File: config.mk
export PLATFORM = sky130hd
export DESIGN_NAME = maxpool2x2_stream_flat
export DESIGN_NICKNAME = d
export VERILOG_FILES = /design/src/rtl/cnn_pkg.sv /design/src/rtl/maxpool2x2_stream_if.sv /design/src/rtl/pool_linebuf.sv /design/src/rtl/maxpool2x2_stream.sv /design/src/flat_wrapper.sv
export SDC_FILE = /design/constraint.sdc
export NUM_CORES = 1
export LEC_CHECK = 0
export CELL_PAD_IN_SITES_DETAIL_PLACEMENT = 1
export CELL_PAD_IN_SITES_GLOBAL_PLACEMENT = 2
export CORE_MARGIN = 8
export CORE_UTILIZATION = 45
export CTS_CLUSTER_SIZE = 28
export DETAILED_ROUTE_END_ITERATION = 10
export PLACE_DENSITY_LB_ADDON = 0.1
export SETUP_SLACK_MARGIN = 0.4
export SLEW_MARGIN = 20
export SYNTH_ARGS = -nofsm -noshare
export SYNTH_HDL_FRONTEND = slang
export SYNTH_SLANG_ARGS = --single-unit
File: constraint.sdc
create_clock -name clk -period 7.9 [get_ports clk]
set_input_delay 0.79 -clock clk [delete_from_list [all_inputs] [get_ports clk]]
set_output_delay 0.79 -clock clk [all_outputs]
set_load 0.05 [all_outputs]
File: src/rtl/cnn_pkg.sv
// Shared CNN datapath types: sample format and signed max helper.
package cnn_pkg;

    localparam int unsigned DATA_WIDTH = 24;

    typedef logic signed [DATA_WIDTH-1:0] sample_t;

    function automatic sample_t smax(input sample_t a, input sample_t b);
        return (a > b) ? a : b;
    endfunction

endpackage

File: src/rtl/maxpool2x2_stream_if.sv
// Pixel stream in / pooled stream out bundle for maxpool2x2_stream.
interface maxpool2x2_stream_if #(
    parameter int unsigned DATA_WIDTH = cnn_pkg::DATA_WIDTH
);
    logic signed [DATA_WIDTH-1:0] data_in;
    logic                         valid_in;
    logic signed [DATA_WIDTH-1:0] data_out;
    logic                         valid_out;
    logic                         last_out;

    // master drives the feature-map stream and observes the pooled output
    modport master (
        output data_in,
        output valid_in,
        input  data_out,
        input  valid_out,
        input  last_out
    );

    modport slave (
        input  data_in,
        input  valid_in,
        output data_out,
        output valid_out,
        output last_out
    );
endinterface

File: src/rtl/pool_linebuf.sv
// Half-width line buffer: synchronous write, asynchronous read, no reset.
module pool_linebuf #(
    parameter int unsigned WIDTH = 24,
    parameter int unsigned DEPTH = 5,
    localparam int unsigned AW   = (DEPTH > 1) ? $clog2(DEPTH) : 1
) (
    input  logic             clk,
    input  logic             i_we,
    input  logic [AW-1:0]    i_waddr,
    input  logic [WIDTH-1:0] i_wdata,
    input  logic [AW-1:0]    i_raddr,
    output logic [WIDTH-1:0] o_rdata_c
);

    logic [WIDTH-1:0] r_mem [DEPTH];

    always_ff @(posedge clk) begin
        if (i_we) begin
            r_mem[i_waddr] <= i_wdata;
        end
    end

    assign o_rdata_c = r_mem[i_raddr];

endmodule

File: src/rtl/maxpool2x2_stream.sv
// Streaming 2x2 stride-2 max pool over a raster feature map.
// Optional build macro MAXPOOL_FUSED_RELU_EN clamps negative inputs to 0 before pooling.
module maxpool2x2_stream #(
    parameter int unsigned DATA_WIDTH = cnn_pkg::DATA_WIDTH,
    parameter int unsigned IMG_W      = 10,
    parameter int unsigned IMG_H      = 10
) (
    input  logic                 clk,
    input  logic                 rst,
    maxpool2x2_stream_if.slave   bus
);

    localparam int unsigned HALF_W = IMG_W / 2;
    localparam int unsigned CW     = (IMG_W > 1) ? $clog2(IMG_W) : 1;
    localparam int unsigned RW     = (IMG_H > 1) ? $clog2(IMG_H) : 1;
    localparam int unsigned AW     = (HALF_W > 1) ? $clog2(HALF_W) : 1;

    generate
        if ((IMG_W % 2) != 0 || (IMG_H % 2) != 0 || IMG_W == 0 || IMG_H == 0) begin : g_bad_geometry
            $error("maxpool2x2_stream: IMG_W and IMG_H must be even and non-zero");
        end
    endgenerate

    function automatic logic signed [DATA_WIDTH-1:0] max_s(
        input logic signed [DATA_WIDTH-1:0] a,
        input logic signed [DATA_WIDTH-1:0] b
    );
        return (a > b) ? a : b;
    endfunction

    logic [CW-1:0]                r_col;
    logic [RW-1:0]                r_row;
    logic signed [DATA_WIDTH-1:0] r_hold;
    logic signed [DATA_WIDTH-1:0] r_data_out;
    logic                         r_valid_out;
    logic                         r_last_out;

    logic signed [DATA_WIDTH-1:0] w_sample;
    logic signed [DATA_WIDTH-1:0] w_hmax;
    logic signed [DATA_WIDTH-1:0] w_pool;
    logic [DATA_WIDTH-1:0]        w_lb_rdata;
    logic [AW-1:0]                w_lb_addr;
    logic                         w_lb_we;
    logic                         w_col_last;
    logic                         w_row_last;

`ifdef MAXPOOL_FUSED_RELU_EN
    assign w_sample = bus.data_in[DATA_WIDTH-1] ? '0 : bus.data_in;
`else
    assign w_sample = bus.data_in;
`endif

    assign w_hmax     = max_s(r_hold, w_sample);
    assign w_pool     = max_s($signed(w_lb_rdata), w_hmax);
    assign w_lb_addr  = AW'(r_col >> 1);
    assign w_col_last = (r_col == CW'(IMG_W - 1));
    assign w_row_last = (r_row == RW'(IMG_H - 1));
    // even rows park the horizontal max for the odd row below; reset blocks stray writes
    assign w_lb_we    = bus.valid_in && !rst && r_col[0] && !r_row[0];

    pool_linebuf #(
        .WIDTH (DATA_WIDTH),
        .DEPTH (HALF_W)
    ) u_linebuf (
        .clk       (clk),
        .i_we      (w_lb_we),
        .i_waddr   (w_lb_addr),
        .i_wdata   (w_hmax),
        .i_raddr   (w_lb_addr),
        .o_rdata_c (w_lb_rdata)
    );

    // raster counters, horizontal hold and registered pooled output
    always_ff @(posedge clk) begin
        if (rst) begin
            r_col       <= '0;
            r_row       <= '0;
            r_hold      <= '0;
            r_data_out  <= '0;
            r_valid_out <= 1'b0;
            r_last_out  <= 1'b0;
        end else begin
            r_valid_out <= 1'b0;
            r_last_out  <= 1'b0;
            if (bus.valid_in) begin
                if (w_col_last) begin
                    r_col <= '0;
                    r_row <= w_row_last ? '0 : r_row + RW'(1);
                end else begin
                    r_col <= r_col + CW'(1);
                end

                if (!r_col[0]) begin
                    r_hold <= w_sample;
                end else if (r_row[0]) begin
                    r_data_out  <= w_pool;
                    r_valid_out <= 1'b1;
                    r_last_out  <= w_row_last && w_col_last;
                end
            end
        end
    end

    assign bus.data_out  = r_data_out;
    assign bus.valid_out = r_valid_out;
    assign bus.last_out  = r_last_out;

endmodule

File: src/flat_wrapper.sv
// flat-port wrapper written by rule: the top's interface ports become plain ports
module maxpool2x2_stream_flat 
#(
    parameter int unsigned DATA_WIDTH = cnn_pkg::DATA_WIDTH,
    parameter int unsigned IMG_W      = 10,
    parameter int unsigned IMG_H      = 10
)
  (clk, rst, bus_data_in, bus_valid_in, bus_data_out, bus_valid_out, bus_last_out);
  maxpool2x2_stream_if #(.DATA_WIDTH(DATA_WIDTH)) bus_i ();
  input  logic clk;
  input  logic rst;
  input wire logic [$bits(bus_i.data_in)-1:0] bus_data_in;
  input wire logic [$bits(bus_i.valid_in)-1:0] bus_valid_in;
  output wire logic [$bits(bus_i.data_out)-1:0] bus_data_out;
  output wire logic [$bits(bus_i.valid_out)-1:0] bus_valid_out;
  output wire logic [$bits(bus_i.last_out)-1:0] bus_last_out;
  assign bus_i.data_in = bus_data_in;
  assign bus_i.valid_in = bus_valid_in;
  assign bus_data_out = bus_i.data_out;
  assign bus_valid_out = bus_i.valid_out;
  assign bus_last_out = bus_i.last_out;
  maxpool2x2_stream #(.DATA_WIDTH(DATA_WIDTH), .IMG_W(IMG_W), .IMG_H(IMG_H)) u_core (.clk(clk), .rst(rst), .bus(bus_i));
endmodule
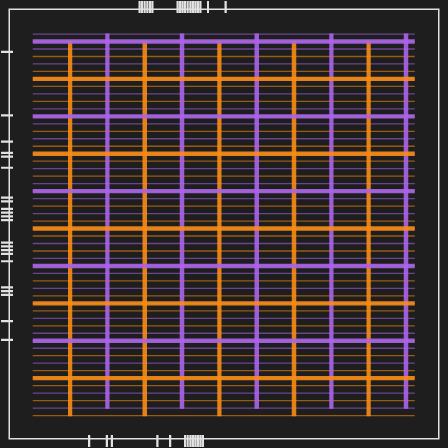
Fig. 1. PDN straps and rails.
Pins as bars on the die edge.
purple -> VDD
orange -> VSS
met4 straps = 10
met5 straps = 10

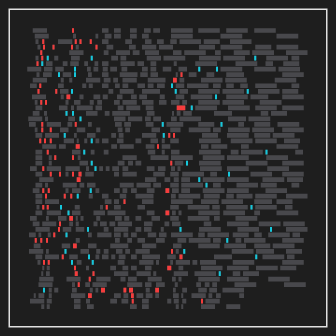
Fig. 2. Gate families picked out.
red -> NAND gates  # cells 80
cyan -> inverters  # cells 49

==> summary.txt <==
Number of cell instances after yosys synthesis - 686
Register fraction of the total cell area - 0.4751
Number of max-slew violations in the final report - 0
Violation count after the first detailed-route iteration - 432
Die span in y - 155.6 um
Cts-stage hold buffer count - 0
Sequential cell area - 0.004825 mm^2
Final design utilization - 0.5269
Avg Vias per Cell - 5.692
Switching pwr - 623.2 uW
Setup TNS after final layout - 0 ns
Internal power - 1.577 mW
Commonest cells in the netlist - edfxtp_1 (120), dfxtp_1 (61), nand2_1 (61)
Post-synthesis mux area share - 0.09342
Clkbuf count - 17
Layout cells sized above 1 - 0.1791
M2 GR Usage - 0.3023
Seq cells - 181
Transition at the pin with the smallest max-transition slack - 0.9874 ns
Fin Hold WS - 0.4667 ns
Startpoint kind of the worst setup timing path - primary input
Internal reg-to-reg setup slack - 2.20 ns
Peak Freq - 158.1 MHz
Global-route met3 utilization - 0.03324
1st-pass router iterations - 5
Largest stage delay on the critical path - 0.81 ns
Portion of the post-synthesis area used by sequential elements - 0.5500
Total non-filler cell area in the finished layout - 0.01015 mm^2
Die X-Extent - 155.6 um
Met1 track utilization from global routing - 0.2630
Part of the power in registers - 0.475
Post-synthesis share of cell area spent on and, or, nand and nor gates - 0.08786
Kind of capture point of the worst setup path - register
Worst endpoint required time - 8.23 ns
Biggest power consumer among the groups - registers
Antenna violations before repair - 0
Endpoints failing setup - 0
Latest clock arrival within the worst-skew pair - 0.44 ns
Fin crit share - 0.8006
Status - finished clean
Number of placed cells counting well taps - 970
Clock power share - 0.385
Synthesized area per cell - 12.79 um^2
Yosys cell types - 54
First element of the critical path - bus_data_in[23]
Count of fill cells added during filler insertion - 1974
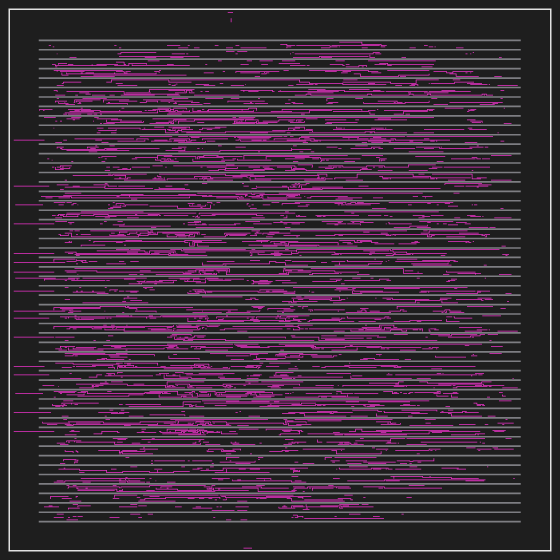
Fig. 3. Signal wires on met1.
Supply wires on this layer in grey.
main direction = horizontal
wire length on this layer = 10800 um
nets with wire on the layer = 771
longest straight run = 58.4 um

-- cells in the final DEF, fill, tap and decap left out, types with 3 or more instances in the layout --
master / instances
edfxtp_1: 120
nand2_1: 61
dfxtp_1: 61
clkdlybuf4s50_1: 52
ha_1: 48
a21oi_1: 47
inv_1: 31
a221o_1: 26
mux4_2: 24
and2_1: 23
a22oi_1: 23
mux2_2: 23
a22o_1: 23
o41a_1: 20
inv_2: 18
clkbuf_16: 17
buf_4: 13
nand4_1: 10
nor2_1: 9
nor2b_1: 8
o21ai_0: 7
a21o_1: 5
nand3_1: 5
inv_6: 5
clkinv_8: 4
nand2b_1: 3
o41a_2: 3
nor3b_1: 3
inv_8: 3
clkinv_4: 3
Power and IR drop assume default switching activity.
